--- config.mk ---
export PLATFORM = sky130hd
export DESIGN_NAME = lighthouse_emitter_flat
export DESIGN_NICKNAME = d
export VERILOG_FILES = /design/src/rtl/lighthouse_emitter_if.sv /design/src/rtl/lighthouse_emitter.sv /design/src/flat_wrapper.sv
export SDC_FILE = /design/constraint.sdc
export NUM_CORES = 1
export LEC_CHECK = 0
export CAP_MARGIN = 20
export CORE_MARGIN = 8
export CORE_UTILIZATION = 50
export DETAILED_ROUTE_END_ITERATION = 6
export PLACE_DENSITY = 0.84
export SLEW_MARGIN = 40
export SYNTH_ARGS = -nofsm -noshare
export SYNTH_HDL_FRONTEND = slang
export SYNTH_SLANG_ARGS = --single-unit
--- constraint.sdc ---
create_clock -name clk_96MHz -period 2.6 [get_ports clk_96MHz]
set_input_delay 0.39 -clock clk_96MHz [delete_from_list [all_inputs] [get_ports clk_96MHz]]
set_output_delay 0.39 -clock clk_96MHz [all_outputs]
set_load 0.005 [all_outputs]
--- src/rtl/lighthouse_emitter_if.sv ---
// Request/response bundle for lighthouse_emitter: start request, LFSR setup,
// timestamp in, and the emitted envelope/data pin pair plus status out.
interface lighthouse_emitter_if;
  logic        start;
  logic [16:0] polynomial;
  logic [16:0] seed;
  logic [7:0]  bit_count;
  logic [23:0] sys_ts;
  logic        envelop_wire;
  logic        data_wire;
  logic        busy;
  logic        done;
  logic [23:0] tx_ts;
  logic [16:0] final_state;

  modport master (
    output start, polynomial, seed, bit_count, sys_ts,
    input  envelop_wire, data_wire, busy, done, tx_ts, final_state
  );
  modport slave (
    input  start, polynomial, seed, bit_count, sys_ts,
    output envelop_wire, data_wire, busy, done, tx_ts, final_state
  );
endinterface

--- src/rtl/lighthouse_emitter.sv ---
// Lighthouse beam-hit emitter: envelope low plus BMC-encoded 17-bit LFSR stream.
// Optional LIGHTHOUSE_EMITTER_TS_CAPTURE_EN enables the tx_ts capture register.
module lighthouse_emitter #(
  parameter int HALF_BIT_CYCLES = 8,
  parameter int GAP_CYCLES      = 16
) (
  input  logic clk_96MHz,
  input  logic reset_n,
  lighthouse_emitter_if.slave bus
);
  localparam logic [1:0] S_IDLE = 2'd0;
  localparam logic [1:0] S_SEND = 2'd1;
  localparam logic [1:0] S_GAP  = 2'd2;

  localparam logic [7:0] HB_RELOAD  = 8'(HALF_BIT_CYCLES - 1);
  localparam logic [7:0] GAP_RELOAD = (GAP_CYCLES > 1) ? 8'(GAP_CYCLES - 2) : 8'd0;

  logic [1:0]  state;
  logic [7:0]  hb_cnt;
  logic [7:0]  rem_cnt;
  logic [7:0]  gap_cnt;
  logic        second_half;
  logic [16:0] lfsr;
  logic [16:0] poly;
  logic        env_q;
  logic        data_q;
  logic        done_q;
  logic [16:0] final_q;
  logic        accept;
  logic [16:0] lfsr_next;

  // The done cycle is already IDLE but must not accept; next start is one cycle later.
  assign accept    = (state == S_IDLE) && !done_q && bus.start && (bus.bit_count != 8'd0);
  assign lfsr_next = {lfsr[15:0], 1'b0} ^ (lfsr[16] ? poly : 17'd0);

  always_ff @(posedge clk_96MHz or negedge reset_n) begin
    if (!reset_n) begin
      state       <= S_IDLE;
      hb_cnt      <= '0;
      rem_cnt     <= '0;
      gap_cnt     <= '0;
      second_half <= 1'b0;
      lfsr        <= '0;
      poly        <= '0;
      env_q       <= 1'b1;
      data_q      <= 1'b0;
      done_q      <= 1'b0;
      final_q     <= '0;
    end else begin
      done_q <= 1'b0;
      case (state)
        S_IDLE: begin
          if (accept) begin
            state       <= S_SEND;
            lfsr        <= bus.seed;
            poly        <= bus.polynomial;
            rem_cnt     <= bus.bit_count;
            hb_cnt      <= HB_RELOAD;
            second_half <= 1'b0;
            env_q       <= 1'b0;
            data_q      <= 1'b1;
          end
        end
        S_SEND: begin
          if (hb_cnt != 8'd0) begin
            hb_cnt <= hb_cnt - 8'd1;
          end else begin
            hb_cnt <= HB_RELOAD;
            if (!second_half) begin
              second_half <= 1'b1;
              if (lfsr[16]) data_q <= ~data_q;
            end else begin
              second_half <= 1'b0;
              lfsr        <= lfsr_next;
              rem_cnt     <= rem_cnt - 8'd1;
              if (rem_cnt == 8'd1) begin
                // Pulse ends on the bit boundary regardless of BMC phase.
                env_q   <= 1'b1;
                data_q  <= 1'b0;
                final_q <= lfsr_next;
                if (GAP_CYCLES == 1) begin
                  state  <= S_IDLE;
                  done_q <= 1'b1;
                end else begin
                  state   <= S_GAP;
                  gap_cnt <= GAP_RELOAD;
                end
              end else begin
                data_q <= ~data_q;
              end
            end
          end
        end
        S_GAP: begin
          if (gap_cnt == 8'd0) begin
            state  <= S_IDLE;
            done_q <= 1'b1;
          end else begin
            gap_cnt <= gap_cnt - 8'd1;
          end
        end
        default: state <= S_IDLE;
      endcase
    end
  end

  assign bus.envelop_wire = env_q;
  assign bus.data_wire    = data_q;
  assign bus.busy         = (state != S_IDLE);
  assign bus.done         = done_q;
  assign bus.final_state  = final_q;

`ifdef LIGHTHOUSE_EMITTER_TS_CAPTURE_EN
  logic [23:0] ts_q;
  always_ff @(posedge clk_96MHz or negedge reset_n) begin
    if (!reset_n)    ts_q <= '0;
    else if (accept) ts_q <= bus.sys_ts;
  end
  assign bus.tx_ts = ts_q;
`else
  logic unused_ts;
  assign unused_ts = ^bus.sys_ts;
  assign bus.tx_ts = '0;
`endif
endmodule

--- src/flat_wrapper.sv ---
// flat-port wrapper written by rule: the top's interface ports become plain ports
module lighthouse_emitter_flat 
#(
  parameter int HALF_BIT_CYCLES = 8,
  parameter int GAP_CYCLES      = 16
)
  (clk_96MHz, reset_n, bus_start, bus_polynomial, bus_seed, bus_bit_count, bus_sys_ts, bus_envelop_wire, bus_data_wire, bus_busy, bus_done, bus_tx_ts, bus_final_state);
  lighthouse_emitter_if bus_i ();
  input  logic clk_96MHz;
  input  logic reset_n;
  input wire logic [$bits(bus_i.start)-1:0] bus_start;
  input wire logic [$bits(bus_i.polynomial)-1:0] bus_polynomial;
  input wire logic [$bits(bus_i.seed)-1:0] bus_seed;
  input wire logic [$bits(bus_i.bit_count)-1:0] bus_bit_count;
  input wire logic [$bits(bus_i.sys_ts)-1:0] bus_sys_ts;
  output wire logic [$bits(bus_i.envelop_wire)-1:0] bus_envelop_wire;
  output wire logic [$bits(bus_i.data_wire)-1:0] bus_data_wire;
  output wire logic [$bits(bus_i.busy)-1:0] bus_busy;
  output wire logic [$bits(bus_i.done)-1:0] bus_done;
  output wire logic [$bits(bus_i.tx_ts)-1:0] bus_tx_ts;
  output wire logic [$bits(bus_i.final_state)-1:0] bus_final_state;
  assign bus_i.start = bus_start;
  assign bus_i.polynomial = bus_polynomial;
  assign bus_i.seed = bus_seed;
  assign bus_i.bit_count = bus_bit_count;
  assign bus_i.sys_ts = bus_sys_ts;
  assign bus_envelop_wire = bus_i.envelop_wire;
  assign bus_data_wire = bus_i.data_wire;
  assign bus_busy = bus_i.busy;
  assign bus_done = bus_i.done;
  assign bus_tx_ts = bus_i.tx_ts;
  assign bus_final_state = bus_i.final_state;
  lighthouse_emitter #(.HALF_BIT_CYCLES(HALF_BIT_CYCLES), .GAP_CYCLES(GAP_CYCLES)) u_core (.clk_96MHz(clk_96MHz), .reset_n(reset_n), .bus(bus_i));
endmodule
### Sequential cells coloured by netlist name

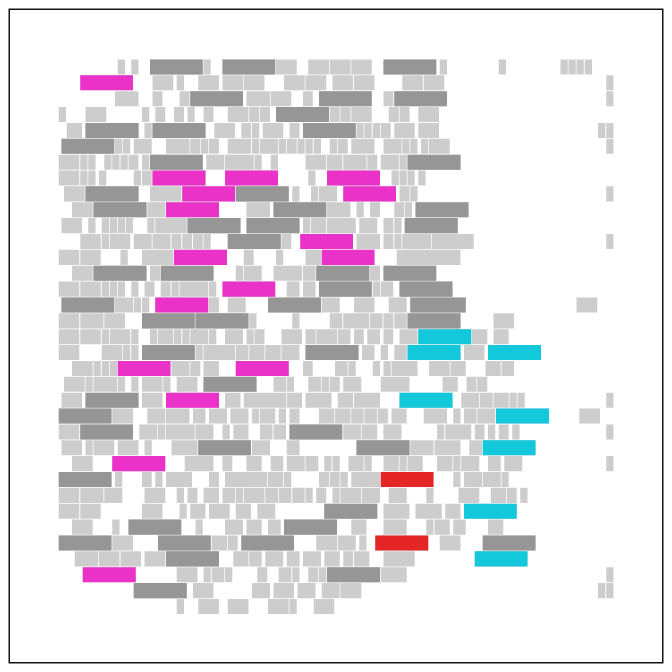
cyan -> u_core.gap_cnt  # placed flops 8
magenta -> u_core.lfsr  # placed flops 17
red -> u_core.state  # placed flops 2
not coloured = 54
Util after Layout: 61.0%
P_seq: 2.03 mW
Flop area: 0.00203 sq mm
sequential share of cell area: 36.7%

### Clock distribution

Bar = 20 um.
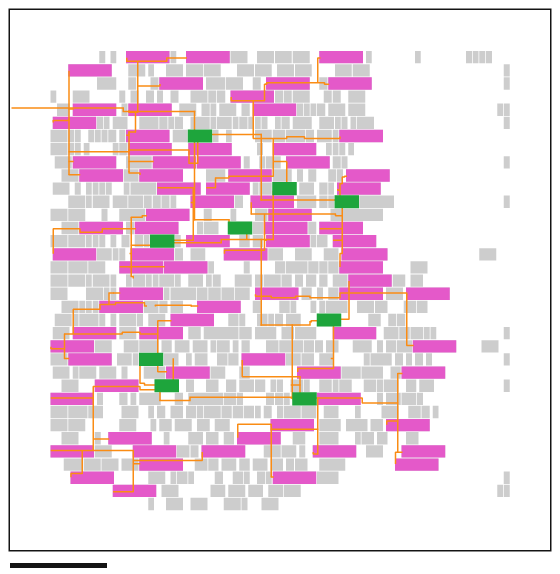
orange -> clock wires  # length 971 um
green -> cells driving clock nets  # count 9
magenta -> flip-flops  # count 81
routed clock nets = 10
clock skew: 0.0119 ns
Clock power frac: 16.7%
clock group power: 0.944 mW
Worst-Skew Late Latency: 0.36 ns

### Pin placement

Pins as bars across the die edge, other pins in grey.
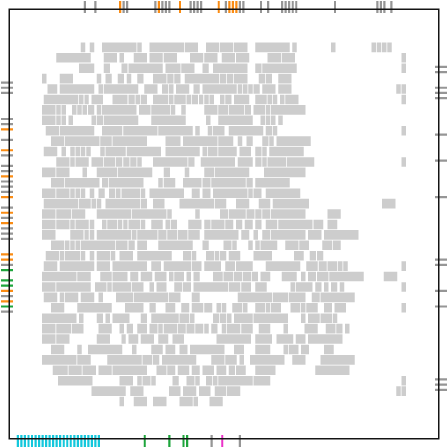
green -> bus_bit_count  # pins 8, direction input, edge 4 west, 4 south
magenta -> bus_busy  # pins 1, direction output, edge south
cyan -> bus_sys_ts  # pins 24, direction input, edge south
orange -> bus_seed  # pins 17, direction input, edge 10 west, 7 north
all pins by edge = 34 west, 34 north, 31 south, 15 east
I/O Buffers: 65
die height: 112 um
width of the die: 112 um

==> sequential cells by signal, summed over array words and instances (netlist names) <==
register and flops:
u_core.state 2, u_core.poly 17, u_core.gap_cnt 8, u_core.rem_cnt 8
u_core.bus.data_wire 1, u_core.second_half 1, u_core.lfsr 17, u_core.bus.done 1
u_core.hb_cnt 8, u_core.bus.final_state 17, u_core.bus.envelop_wire 1
==> synthesized netlist by cell type (2+ instances only) <==
library cell,instances
a2111oi_0,2
a211oi_1,3
a21oi_1,17
a22o_1,2
a31oi_1,6
a32o_1,5
a32oi_1,3
and2_1,4
and4_1,3
buf_1,3
buf_2,4
buf_4,25
clkbuf_1,17
dfrtp_1,80
ha_1,10
inv_1,26
mux2_2,15
mux2_4,4
mux2i_1,13
nand2_1,83
nand2b_1,3
nand3_1,3
nand4_1,4
nor2_1,21
nor2b_1,3
nor3_1,12
nor3b_1,2
nor4_1,5
nor4bb_1,2
o211ai_1,7
o21ai_0,32
o221ai_1,4
o22ai_1,8
o311ai_0,2
o31ai_1,3
o32ai_1,2
or3_1,4
or4_1,2
xnor2_1,7
xor2_1,10
==> cells by family after synthesis <==
group / count (synthesis) / synth area share, %
AND/OR/NAND/NOR: 158 / 16.5
multiplexers: 32 / 7.83
buffers and inverters: 77 / 8.98
adder cells (fa/ha/maj): 10 / 2.73
XOR/XNOR: 17 / 3.25
AND-OR/OR-AND: 111 / 16.5
other: 1 / 0.0818
flip-flops: 81 / 44.2
==> worst max path at each step <==
stage	endpoint	slack [ns]	cells past startpoint
detailed placement	u_core.lfsr[4]$_DFFE_PN0P_	0.04	6
finish	u_core.bus.final_state[3]$_DFFE_PN0P_	0.17	7
CTS	u_core.bus.final_state[3]$_DFFE_PN0P_	0.16	7
floorplan	u_core.lfsr[10]$_DFFE_PN0P_	0.47	6
global route	u_core.hb_cnt[2]$_DFFE_PN0P_	0.05	8
global placement	u_core.state[0]$_DFFE_PN0P_	0.08	6
==> power by group through the flow <==
stage | combinational (mW) | clock (mW) | sequential (mW)
floorplan | 2.04 | 0 | 1.90
global placement | 2.56 | 0 | 2.01
detailed placement | 2.67 | 0 | 2.03
CTS | 2.68 | 0.955 | 2.01
global route | 2.98 | 1.01 | 2.08
finish | 2.68 | 0.944 | 2.03
==> per-layer routing <==
| layer | vias up | part of all wire, % |
|---|---|---|
| li1 | 1815 | - |
| met1 | 1896 | 41 |
| met2 | 142 | 50 |
| met3 | 22 | 6.6 |
| met4 | 2 | 1.4 |
| met5 | - | 0.34 |
==> cells in the final DEF (no fill, tap or decap), drive strengths merged, types with 10 or more instances in the layout <==
cell type      instances
nor3                  12
conb                  24
nor2                  21
ha                    10
o21ai                 33
inv                   27
xor2                  10
clkdlybuf4s50         64
dfrtp                 80
mux2i                 13
nand2                 83
mux2                  19
buf                   21
a21oi                 17
==> worst max-delay path, cell delays in order (launching register included) <==
cell and delay (ns):
dfrtp_1 0.40, inv_1 0.11, ha_1 0.16, nor4bb_1 0.55, and4_1 0.29, nand2_1 0.32
buf_4 0.31, o21ai_0 0.19
==> flow_metrics.env <==
# implementation run metrics
export IMPL_netlist_area_sq_mm=0.00459
export IMPL_grtUsageMet3_pct=5.79
export IMPL_switching_share_pct=41.6
export IMPL_edf_count=0
export IMPL_power_density_mw_per_mm2=1020
export IMPL_placementRows=35
export IMPL_path_class="reg2reg"
export IMPL_crit_start="u_core.rem_cnt[1]$_DFFE_PN0P_"
export IMPL_vias_per_cell=5.78
export IMPL_clock_tree_area_fraction_pct=3.67
export IMPL_hold_path_class="in2async"
export IMPL_reg2reg_to="u_core.bus.final_state[3]$_DFFE_PN0P_"
export IMPL_busiest_layer="met2"
export IMPL_cp_end_kind="flop"
export IMPL_comb_cells=352
export IMPL_maxSlewViolCount=0
export IMPL_routed_wl_um=11500
export IMPL_netlist_top_cell_by_area="dfrtp_1"
export IMPL_ir_drop_mv=0.518
export IMPL_internal_power_mw=3.30
export IMPL_grt_max_degree=53
export IMPL_worst_pin_slew_ns=0.762
export IMPL_yosys_warnings=0
export IMPL_logic_area_sq_mm=0.00224
export IMPL_tns_ns=0
export IMPL_p_total_mw=5.65
export IMPL_routabilityCongestion=0.902
export IMPL_seqPwrFrac_pct=35.9
export IMPL_cp_required_ns=2.86
export IMPL_placed_area_sq_mm=0.00533
export IMPL_flops=81
export IMPL_dp_hpwl_um=8210
export IMPL_dr_first_iter_drc_count=232
export IMPL_rsz0062_at_grt="false"
export IMPL_n_all_buffers=85
export IMPL_clk_pin_slew_worst_paths_ns=0.09
export IMPL_status="finished clean"
Power is estimated from default activity; no workload was simulated.
